<file path="src/rtl/stack_seq_ctrl.sv">
// stack_seq_ctrl: multi-cycle PUSH/POP sequencer.
// Walks the latched register list lowest-first (extra register last), issuing
// one word transfer per register over a req/ack port, then writes back SP.
module stack_seq_ctrl #(
  parameter int ADDR_W     = 16,
  parameter int WORD_BYTES = 4
) (
  input  logic              clk,
  input  logic              reset,
  input  logic              start,
  input  logic [3:0]        opcode,
  input  logic [7:0]        r_list,
  input  logic              extra_en,
  input  logic [3:0]        extra_reg,
  input  logic [ADDR_W-1:0] sp_in,
  output logic              busy,
  output logic              done,
  output logic              mem_req,
  output logic              mem_we,
  output logic [ADDR_W-1:0] mem_addr,
  input  logic              mem_ack,
  output logic [3:0]        rf_addr,
  output logic              rf_we,
  output logic [ADDR_W-1:0] sp_out,
  output logic              sp_we
);

  localparam logic [1:0] S_IDLE = 2'd0;
  localparam logic [1:0] S_CALC = 2'd1;
  localparam logic [1:0] S_XFER = 2'd2;
  localparam logic [1:0] S_UPD  = 2'd3;

  localparam logic [3:0] OP_PUSH = 4'd0;
  localparam logic [3:0] OP_POP  = 4'd1;

  logic [1:0]        state;
  logic              op_push;
  logic [7:0]        rem;       // low registers still to transfer
  logic              ext_pend;  // extra register still to transfer
  logic [3:0]        ext_reg;
  logic [ADDR_W-1:0] sp;
  logic [ADDR_W-1:0] addr;
  logic [ADDR_W-1:0] sp_new;

  logic [3:0]        cnt;
  logic [ADDR_W-1:0] span;
  logic [2:0]        low_idx;
  logic [7:0]        rem_next;
  logic              last;
  logic [3:0]        cur_reg;

  // Transfer count, stack span and next-register selection
  always_comb begin
    cnt = {3'd0, ext_pend};
    for (int i = 0; i < 8; i++) cnt = cnt + {3'd0, rem[i]};
    span = ADDR_W'(WORD_BYTES) * ADDR_W'(cnt);
    low_idx = 3'd0;
    for (int i = 7; i >= 0; i--) if (rem[i]) low_idx = 3'(i);
    rem_next = rem & (rem - 8'd1);
    last     = (rem == 8'd0) || (rem_next == 8'd0 && !ext_pend);
    cur_reg  = (rem != 8'd0) ? {1'b0, low_idx} : ext_reg;
  end

  // Sequencer state, latched operands and address walk
  always_ff @(posedge clk or posedge reset) begin
    if (reset) begin
      state    <= S_IDLE;
      op_push  <= 1'b0;
      rem      <= 8'd0;
      ext_pend <= 1'b0;
      ext_reg  <= 4'd0;
      sp       <= '0;
      addr     <= '0;
      sp_new   <= '0;
    end else begin
      case (state)
        S_IDLE: begin
          if (start && (opcode == OP_PUSH || opcode == OP_POP)) begin
            op_push  <= (opcode == OP_PUSH);
            rem      <= r_list;
            ext_pend <= extra_en;
            ext_reg  <= extra_reg;
            sp       <= sp_in;
            state    <= S_CALC;
          end
        end
        S_CALC: begin
          // Full-descending stack: both ops start at the lowest slot
          addr   <= op_push ? sp - span : sp;
          sp_new <= op_push ? sp - span : sp + span;
          state  <= (cnt != 4'd0) ? S_XFER : S_UPD;
        end
        S_XFER: begin
          if (mem_ack) begin
            addr <= addr + ADDR_W'(WORD_BYTES);
            if (rem != 8'd0) rem <= rem_next;
            else             ext_pend <= 1'b0;
            if (last) state <= S_UPD;
          end
        end
        default: state <= S_IDLE;
      endcase
    end
  end

  assign busy     = (state != S_IDLE);
  assign mem_req  = (state == S_XFER);
  assign mem_we   = mem_req & op_push;
  assign mem_addr = addr;
  assign rf_addr  = mem_req ? cur_reg : 4'd0;
  assign rf_we    = mem_req & mem_ack & ~mem_we;
  assign done     = (state == S_UPD);
  assign sp_we    = (state == S_UPD);
  assign sp_out   = sp_new;

endmodule
</file>
<file path="config.mk">
export PLATFORM = sky130hd
export DESIGN_NAME = stack_seq_ctrl
export DESIGN_NICKNAME = d
export VERILOG_FILES = /design/src/rtl/stack_seq_ctrl.sv
export SDC_FILE = /design/constraint.sdc
export NUM_CORES = 1
export LEC_CHECK = 0
export CAP_MARGIN = 25
export CORE_MARGIN = 5
export CORE_UTILIZATION = 49
export DETAILED_ROUTE_END_ITERATION = 12
export GPL_ROUTABILITY_DRIVEN = 0
export PLACE_DENSITY = 0.85
export SLEW_MARGIN = 20
export SYNTH_ARGS = -nofsm -noshare
export SYNTH_HDL_FRONTEND = slang
export SYNTH_SLANG_ARGS = --single-unit
</file>
<file path="constraint.sdc">
create_clock -name clk -period 7.2 [get_ports clk]
set_input_delay 0.72 -clock clk [delete_from_list [all_inputs] [get_ports clk]]
set_output_delay 0.72 -clock clk [all_outputs]
set_load 0.01 [all_outputs]
</file>
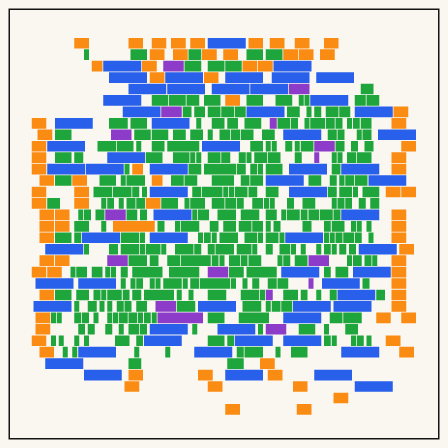
(run_1/cell_classes.png)
[green] all other logic | cells: 343 | share of their area: 48%
[purple] clock drivers and dummy loads | cells: 16 | share of their area: 3.9%
[blue] flip-flops | cells: 64 | share of their area: 32%
[orange] other buffers and delay cells | cells: 82 | share of their area: 16%
post-route cell area: 5191 um2
post-route core utilization: 63.18%
Seq area share: 30.85%
core box area: 8217 um2
row cnt: 33

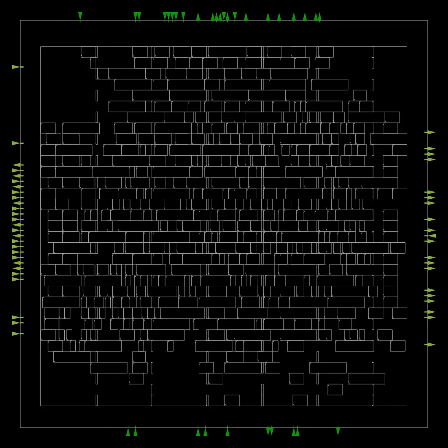
(run_1/final_placement.png)
FF+latch count: 64
Well-Tap Cells: 105
FILL cells: 681

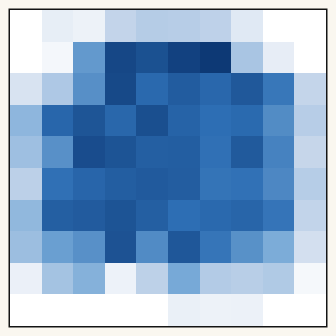
(run_1/density.png)
10 x 10 tiles, from white (low) to dark blue (high), 0 to 100% covered.
nearly empty tiles: 12%
tiles over 75% full: 34%
fullest tile: 97%
mean over tiles: 49%
Initial Util: 50.19%

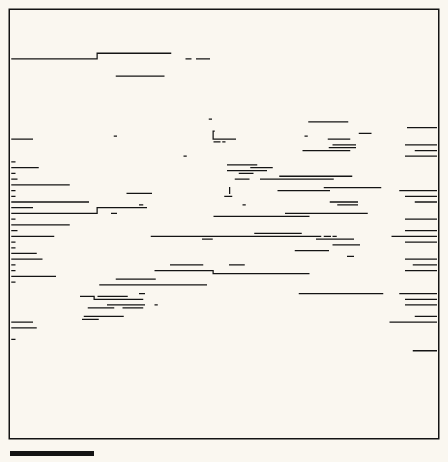
(run_1/met3.png)
Scale bar: 20 um.
wire length on this layer: 785 um
main direction: horizontal
total wirelength of the detailed-routed design: 10.22 mm
number of vias in the routed layout: 3,519

==> notes.md, run 1 <==
Reports from this run.

- The run finished with clean final reports.
- The top cell type by area accounts for 38.83% of the synthesized area.
- The startpoint kind of the worst setup timing path is a flip-flop.
- The most common cell after layout, fill and taps aside reads sky130_fd_sc_hd__clkdlybuf4s50_1.
- The synthesized netlist devotes 10.01% of its cell area to adder and majority cells.
- The cell with the largest stage delay on the worst path is sky130_fd_sc_hd__fa_1.
- For this design, the CTS-stage hold fixing added 0 buffers.
- Across all checked pins, the minimum headroom to the slew limit is 44.99%.
- The number of cells in the design after placement reads 593.
- By instance count after routing, the leading logic cell types are 78 x sky130_fd_sc_hd__clkdlybuf4s50_1, 64 x sky130_fd_sc_hd__dfrtp_1, 42 x sky130_fd_sc_hd__nand2_1.
- The via count normalized by instance count is 5.769.
- The gate family responsible for the most delay along the worst path reads adder cells.
- The total negative slack is 0 ns.
- The number of cells in Yosys stat reads 427.
- The cell sequence reported for the critical path is inv_1 -> fa_1 -> fa_1 -> fa_1 -> fa_1 -> fa_1 -> xor2_1 -> inv_1 -> ha_1 -> a21o_1 -> a21oi_1 -> nor3b_1 -> a32oi_1 -> xnor2_1 -> mux2_2.
- The final count of negative-setup-slack endpoints reads 0.
- Looking at the clock tree report, the root buffer type is sky130_fd_sc_hd__clkbuf_8.
- Timing would allow up to 0.2019 GHz.
- The HPWL after detailed placement is 7.325 mm.
- Setup repair after global routing left no endpoint under its margin.
- At the worst endpoint, the arrival time is 5.19 ns.
- The fraction of synthesized area in multiplexers is 10.19%.
- Per the final timing report, the hold violations number 0.
- Once placement finished, the instance area stood at 4965 um2.
- The number of placed I/O pins reads 79.
- The number of warnings issued by yosys reads 0.
- Cells with a size suffix above 1 make up 11.88% of the layout.
- The pin slew with the least headroom to its limit reads 0.8252 ns.
- The number of sinks handled by clock tree synthesis reads 64.
- Per the post-CTS timing run, clock transition at the registers of the reported paths is 0.07 ns.
- The residual overflow from global routing is 0.
- The post-layout period usage of the worst path is 68.79%.
- The clock period minus worst slack is 4.953 ns.
- The yosys synthesis chip area reads 4124 um2.
- The count of library flops with an enable pin reads 0.
- The power density relative to cell area is 531.3 nW/um2.
- The critical path capture point type is a flip-flop.
- The worst min-delay path category is flip-flop to flip-flop.
- The number of distinct library cell variants in the gate-level netlist after synthesis reads 56.
run 1: final cells by class:
cell class / instances / area (um2) / area share, %
multi-input combinational: 311 / 2308 / 44.47
clock inverter: 3 / 40.04 / 0.7713
clock buffer: 13 / 158.9 / 3.061
tap: 105 / 131.4 / 2.531
timing repair buffer: 82 / 830.8 / 16.00
inverter: 32 / 120.1 / 2.314
sequential: 64 / 1602 / 30.85
run 1: layer usage:
layer | up-vias | share of wire (%) | GRT usage (%)
met1 | 1705 | 41 | 26.08
met4 | 0 | 2.5 | 9.918
met2 | 153 | 49 | 34.76
met5 | - | 0 | 0
met3 | 29 | 7.7 | 4.683
li1 | 1632 | - | -
run 1: final timing paths:
check,cells after the start,slack [ns],from,to
max,15,2.25,rem[0]$_DFFE_PP0P_,sp_out[12]$_DFFE_PP0P_
min,1,0.50,mem_addr[0]$_DFFE_PP0P_,mem_addr[0]$_DFFE_PP0P_
max reg2reg,15,2.25,rem[0]$_DFFE_PP0P_,sp_out[12]$_DFFE_PP0P_
min reg2reg,1,0.50,mem_addr[0]$_DFFE_PP0P_,mem_addr[0]$_DFFE_PP0P_
max in group asynchronous,3,5.71,reset,sp_out[3]$_DFFE_PP0P_
min in group asynchronous,3,0.92,reset,mem_addr[14]$_DFFE_PP0P_
run 1: report_power, final:
| group | switching (uW) | total [uW] | internal, uW |
|---|---|---|---|
| Clock | 138 | 316 | 178 |
| Sequential | 225 | 752 | 527 |
| Combinational | 883 | 1690 | 806 |
run 1: stage by stage:
stage          setup WS (ns)  hold slack, ns
2_1_floorplan          2.595          0.4658
3_3_place_gp           2.448          0.4739
3_5_place_dp           2.341          0.4787
4_1_cts                2.315          0.4962
5_1_grt                1.957          0.5052
6_report               2.247          0.4950
==> run 1 -> run 2 <==
- CORE_UTILIZATION: 49 -> 48
- PLACE_DENSITY: 0.85 -> 0.87
- clock period: 7.2 -> 4.2 ns (I/O delays scaled with it)
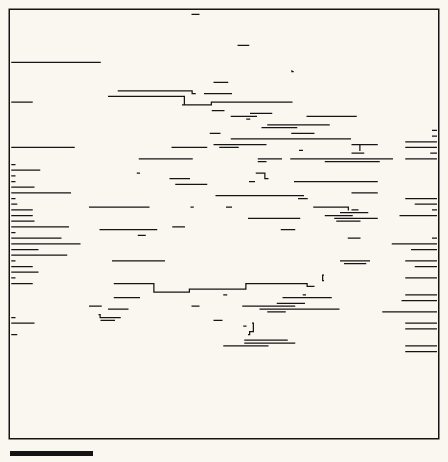
(run_2/met3.png)
Scale bar: 20 um.
main direction: horizontal
share of all routed wire: 7.9%
longest straight run: 28.5 um
nets with wire on the layer: 104
number of vias in the routed layout: 3,722
met3 Resource Use GR: 6.225%
total wirelength of the detailed-routed design: 11.76 mm

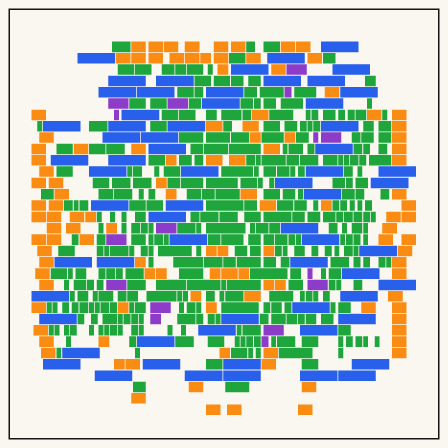
(run_2/cell_classes.png)
[orange] other buffers and delay cells | cells: 114 | share of their area: 20%
[purple] clock drivers and dummy loads | cells: 16 | share of their area: 3.0%
[blue] flip-flops | cells: 64 | share of their area: 29%
[green] all other logic | cells: 343 | share of their area: 49%

==> run 2 against run 1 <==
Compared with the run above:
- the flow now finishes with violations (setup timing)
- largest power group unchanged
- global-route usage rose by 0.64 points
- power rose by 110%
- maximum frequency rose by 9.4%
- first-iteration DRC count rose by 37%
- wire length rose by 15%
- die area rose by 1.9%
- hold slack got worse by 0.0092 ns
==> notes.md, run 2 <==
Reports from this run.

- The starting utilization of the core area reads 49.69%.
- The post-layout period usage of the worst path reads 107.8%.
- The worst path setup slack after routing is -0.3293 ns.
- The total overflow left after global routing is 0.
- The worst relative slew slack reads 49.14%.
- Summed over all nets, the half-perimeter wirelength after detailed placement is 7.820 mm.
- The fraction of final layout cells sized beyond drive strength 1 is 24.77%.
- The worst setup path is launched from a flip-flop.
- The final reports fail on setup timing.
- The power density relative to cell area reads 1000 nW/um2.
- The final design area excluding fillers reads 5702 um2.
- The floorplan has 33 rows.
- The most common logic cell in the final layout is sky130_fd_sc_hd__clkdlybuf4s50_1.
- The number of sinks handled by clock tree synthesis reads 64.
- The reg-to-reg setup timing slack is -0.33 ns.
- The number of distinct library cell variants in the gate-level netlist after synthesis reads 56.
- The end point of the worst hold path is mem_addr[0]$_DFFE_PP0P_.
- Per the CTS log, the root buffer master is sky130_fd_sc_hd__clkbuf_8.
- The final count of negative-setup-slack endpoints is 22.
- The critical path capture point type reads a flip-flop.
- The cell with the largest stage delay on the worst path reads sky130_fd_sc_hd__fa_2.
- STA reports the tightest min-delay check as being of type flip-flop to flip-flop.
- The yosys synthesis chip area reads 4124 um2.
- The tightest hold path in the finished design has a slack of 0.4858 ns.
- The worst reg2reg path endpoint is sp_out[11]$_DFFE_PP0P_.
- The count of library flops with an enable pin reads 0.
- The final number of hold-violating endpoints reads 0.
- The flow ran to the end, but the final reports show violations.
- The pin slew with the least headroom to its limit is 0.7619 ns.
- Traced cell by cell, the critical path runs through inv_2 -> fa_1 -> fa_1 -> fa_1 -> fa_2 -> fa_2 -> inv_2 -> ha_4 -> o21ba_4 -> o221ai_4 -> buf_6 -> buf_6 -> nor4_4 -> a21oi_2 -> xnor2_1 -> mux2_4.
- STA lists the startpoint of the worst hold path as mem_addr[0]$_DFFE_PP0P_.
- The register clock-pin slew on the reported worst setup and hold paths reads 0.07 ns.
- The number of cells in the design after placement is 615.
- The via count normalized by instance count is 5.798.
- The number of cells reported by Yosys stat comes to 427.
- At the placement stage, the worst setup path has a slack of -0.3748 ns.
- The beginning of the critical path is rem[3]$_DFFE_PP0P_.
- The maximum frequency from static timing analysis reads 0.2208 GHz.
- The number of cells on the worst hold path is listed as 1.
- All stages included, the depth of the critical timing path comes to 16.
- The portion of synthesized cell area occupied by the leading cell type is 38.83%.
- The number of placed I/O pins is 79.
- The capture point of the worst path is sp_out[11]$_DFFE_PP0P_.
## run 2: worst register-to-register path, delay by kind of cell, from the launching register on
kind            cells  cell delay [ns]
compound gates      3             0.35
xor+xnor            1             0.13
fa+ha+maj           6             2.69
buf+inv             4             0.42
flops               1             0.37
mux                 1             0.27
simple gates        1             0.19
## run 2: cell type report
type | instances | area [um2] | share of cell area (%)
timing repair buffer | 114 | 1089 | 19.09
inverter | 32 | 122.6 | 2.151
tap | 105 | 131.4 | 2.304
clock inverter | 3 | 17.52 | 0.3072
multi-input combinational | 311 | 2591 | 45.45
clock buffer | 13 | 148.9 | 2.611
sequential | 64 | 1602 | 28.09
## run 2: power breakdown
group          total, uW  leakage, uW  internal [uW]  switching, uW
registers           1320     0.000801            903            422
logic               3900      0.00160           2010           1890
clock network        477    0.0000834            229            248
total               5700      0.00249           3140           2560
## run 2: cell families after synthesis
group                    count (synthesis)  synth area share (%)
AND/OR/NAND/NOR                        123                 15.14
AND-OR/OR-AND                           88                 13.62
flip-flops                              64                 38.84
buffers and inverters                   52                 5.188
multiplexers                            38                 10.19
XOR/XNOR                                33                 7.009
adder cells (fa/ha/maj)                 29                 10.01
## run 2: stage by stage
step	TNS (ns)	utilization (%)	power, uW
global route	-7.788	68.70	6094
detailed placement	-5.480	63.05	4521
global placement	-3.235	63.05	4367
finish	-4.111	68.70	5703
floorplan	-2.178	-	3419
CTS	-2.531	66.59	5252
## run 2: routing by layer
metal / GRT usage, % / vias to the layer above / wire length (um)
li1: - / 1692 / -
met1: 26.02 / 1810 / 4774
met2: 35.10 / 191 / 5755
met3: 6.225 / 29 / 924
met4: 11.60 / 0 / 302
met5: 0 / - / 0
## run 2: repair_timing
action,4_1_cts,5_1_grt
pin swaps,26,15
gates resized,24,32
hold buffers,0,0
setup buffers,9,4
endpoints found under the setup margin,23,23
==> run 2 -> run 3 <==
- CORE_UTILIZATION: 48 -> 49
- PLACE_DENSITY: 0.87 -> 0.85
- RECOVER_POWER: default -> 100
- clock period: 4.2 -> 5.3 ns (I/O delays scaled with it)
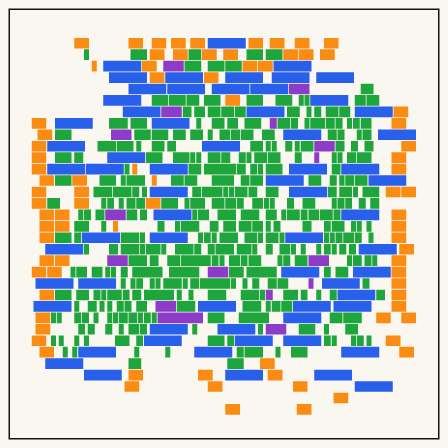
(run_3/cell_classes.png)
[green] all other logic | cells: 343 | share of their area: 48%
[blue] flip-flops | cells: 64 | share of their area: 32%
[orange] other buffers and delay cells | cells: 82 | share of their area: 16%
[purple] clock drivers and dummy loads | cells: 16 | share of their area: 4.0%

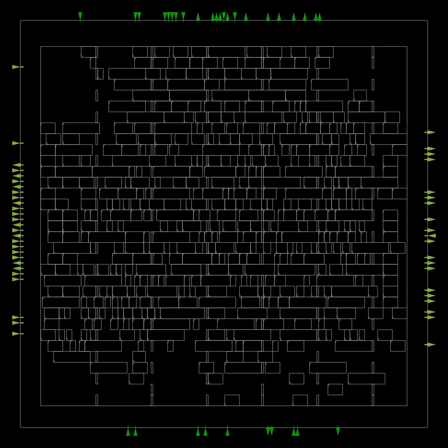
(run_3/final_placement.png)
Seq area share: 31.15%
FILL cells: 690
post-route core utilization: 62.57%

==> run 3 against run 2 <==
Compared with the run above:
- the run ends with capacitance limit, slew limit left
- critical endpoint is now sp_out[12]$_DFFE_PP0P_
- synthesized cell count is the same
- worst setup slack gained 0.66 ns
- global-route usage shrank 0.64 points
- via count shrank 6.1%
- cell count shrank 5.0%
- sequential power shrank 23%
- wire length shrank 13%
- design area shrank 9.8%
==> notes.md, run 3 <==
Reports from this run.

- The number of standard-cell rows in the floorplan is 33.
- The number of instances resized during post-cts repair is 0.
- The final reports fail on capacitance limit, slew limit.
- In this run the biggest area consumer among cell types represents 38.83% of the synthesized area.
- The run finished, with violations left.
- The gate family responsible for the most delay along the worst path is adder cells.
- The number of cells in Yosys stat is 427.
- The HPWL after detailed placement reads 7.325 mm.
- The most common cell after layout, fill and taps aside reads sky130_fd_sc_hd__dfrtp_1.
- The number of max-slew violations in the final report reads 65.
- The worst reg-to-reg path cell count reads 15.
- The number of warnings issued by yosys is 0.
- Recorded from the global router log, the overflow total was 0.
- Max-cap violations in this run came to 1.
- The final number of hold-violating endpoints reads 0.
- The count of library flops with an enable pin is 0.
- The reg-to-reg setup timing slack is 0.33 ns.
- Including well taps, the total number of placed cells is 593.
- The number of distinct library cell variants in the gate-level netlist after synthesis reads 56.
- In this run the worst hold path is classified as flip-flop to flip-flop.
- Leaving out fill and tap cells, the most frequent cells in the layout are 64 x sky130_fd_sc_hd__dfrtp_1, 43 x sky130_fd_sc_hd__dlygate4sd3_1, 42 x sky130_fd_sc_hd__nand2_1.
- On the critical path the data arrives at 5.21 ns.
- Yosys reports a chip area of 4124 um2.
- The starting utilization of the core area is 50.19%.
[run 3: cell counts after synthesis]
No cell type changed its count.
[run 3: cell type report]
cell class                 count  area (um2)
tap                          105       131.4
fill                         690        3075
inverter                      32       120.1
multi-input combinational    311        2293
timing repair buffer          82       795.8
clock inverter                 3       40.04
sequential                    64        1602
clock buffer                  13       158.9
[run 3: kinds of logic (layout without fill, tap and decap cells)]
logic type | Yosys count | count (layout)
AOI/OAI and AO/OA | 88 | 88
xor gates and xnor gates | 33 | 33
adders and majority gates | 29 | 29
buffers and inverters | 52 | 130
DFF | 64 | 64
muxes | 38 | 38
and+or+nand+nor | 123 | 123
[run 3: routing by layer]
metal	up-vias	GRT usage (%)	routed length, um
met3	27	4.683	678
met5	-	0	0
met2	141	34.76	5062
met4	0	9.918	272
met1	1692	26.08	4178
li1	1636	-	-
[run 3: power breakdown]
group          leakage [uW]  internal, uW  switching (uW)  total (uW)
Sequential         0.000801           717             298        1010
Clock              0.000103           242             188         430
Combinational       0.00139          1030            1190        2220
[run 3: worst reg2reg max path, stage by stage (launching register included)]
cell                      delay [ns]
sky130_fd_sc_hd__dfrtp_1        0.44
sky130_fd_sc_hd__inv_1          0.12
sky130_fd_sc_hd__fa_1           0.56
sky130_fd_sc_hd__fa_1           0.43
sky130_fd_sc_hd__fa_1           0.46
sky130_fd_sc_hd__fa_1           0.41
sky130_fd_sc_hd__fa_1           0.39
sky130_fd_sc_hd__xor2_1         0.24
sky130_fd_sc_hd__inv_1          0.10
sky130_fd_sc_hd__ha_1           0.37
sky130_fd_sc_hd__a21o_1         0.15
sky130_fd_sc_hd__a21oi_1        0.08
sky130_fd_sc_hd__nor3b_1        0.49
sky130_fd_sc_hd__a32oi_1        0.21
sky130_fd_sc_hd__xnor2_1        0.15
sky130_fd_sc_hd__mux2_2         0.27
Power figures rest on the tool's default switching activity, not on a simulated workload.
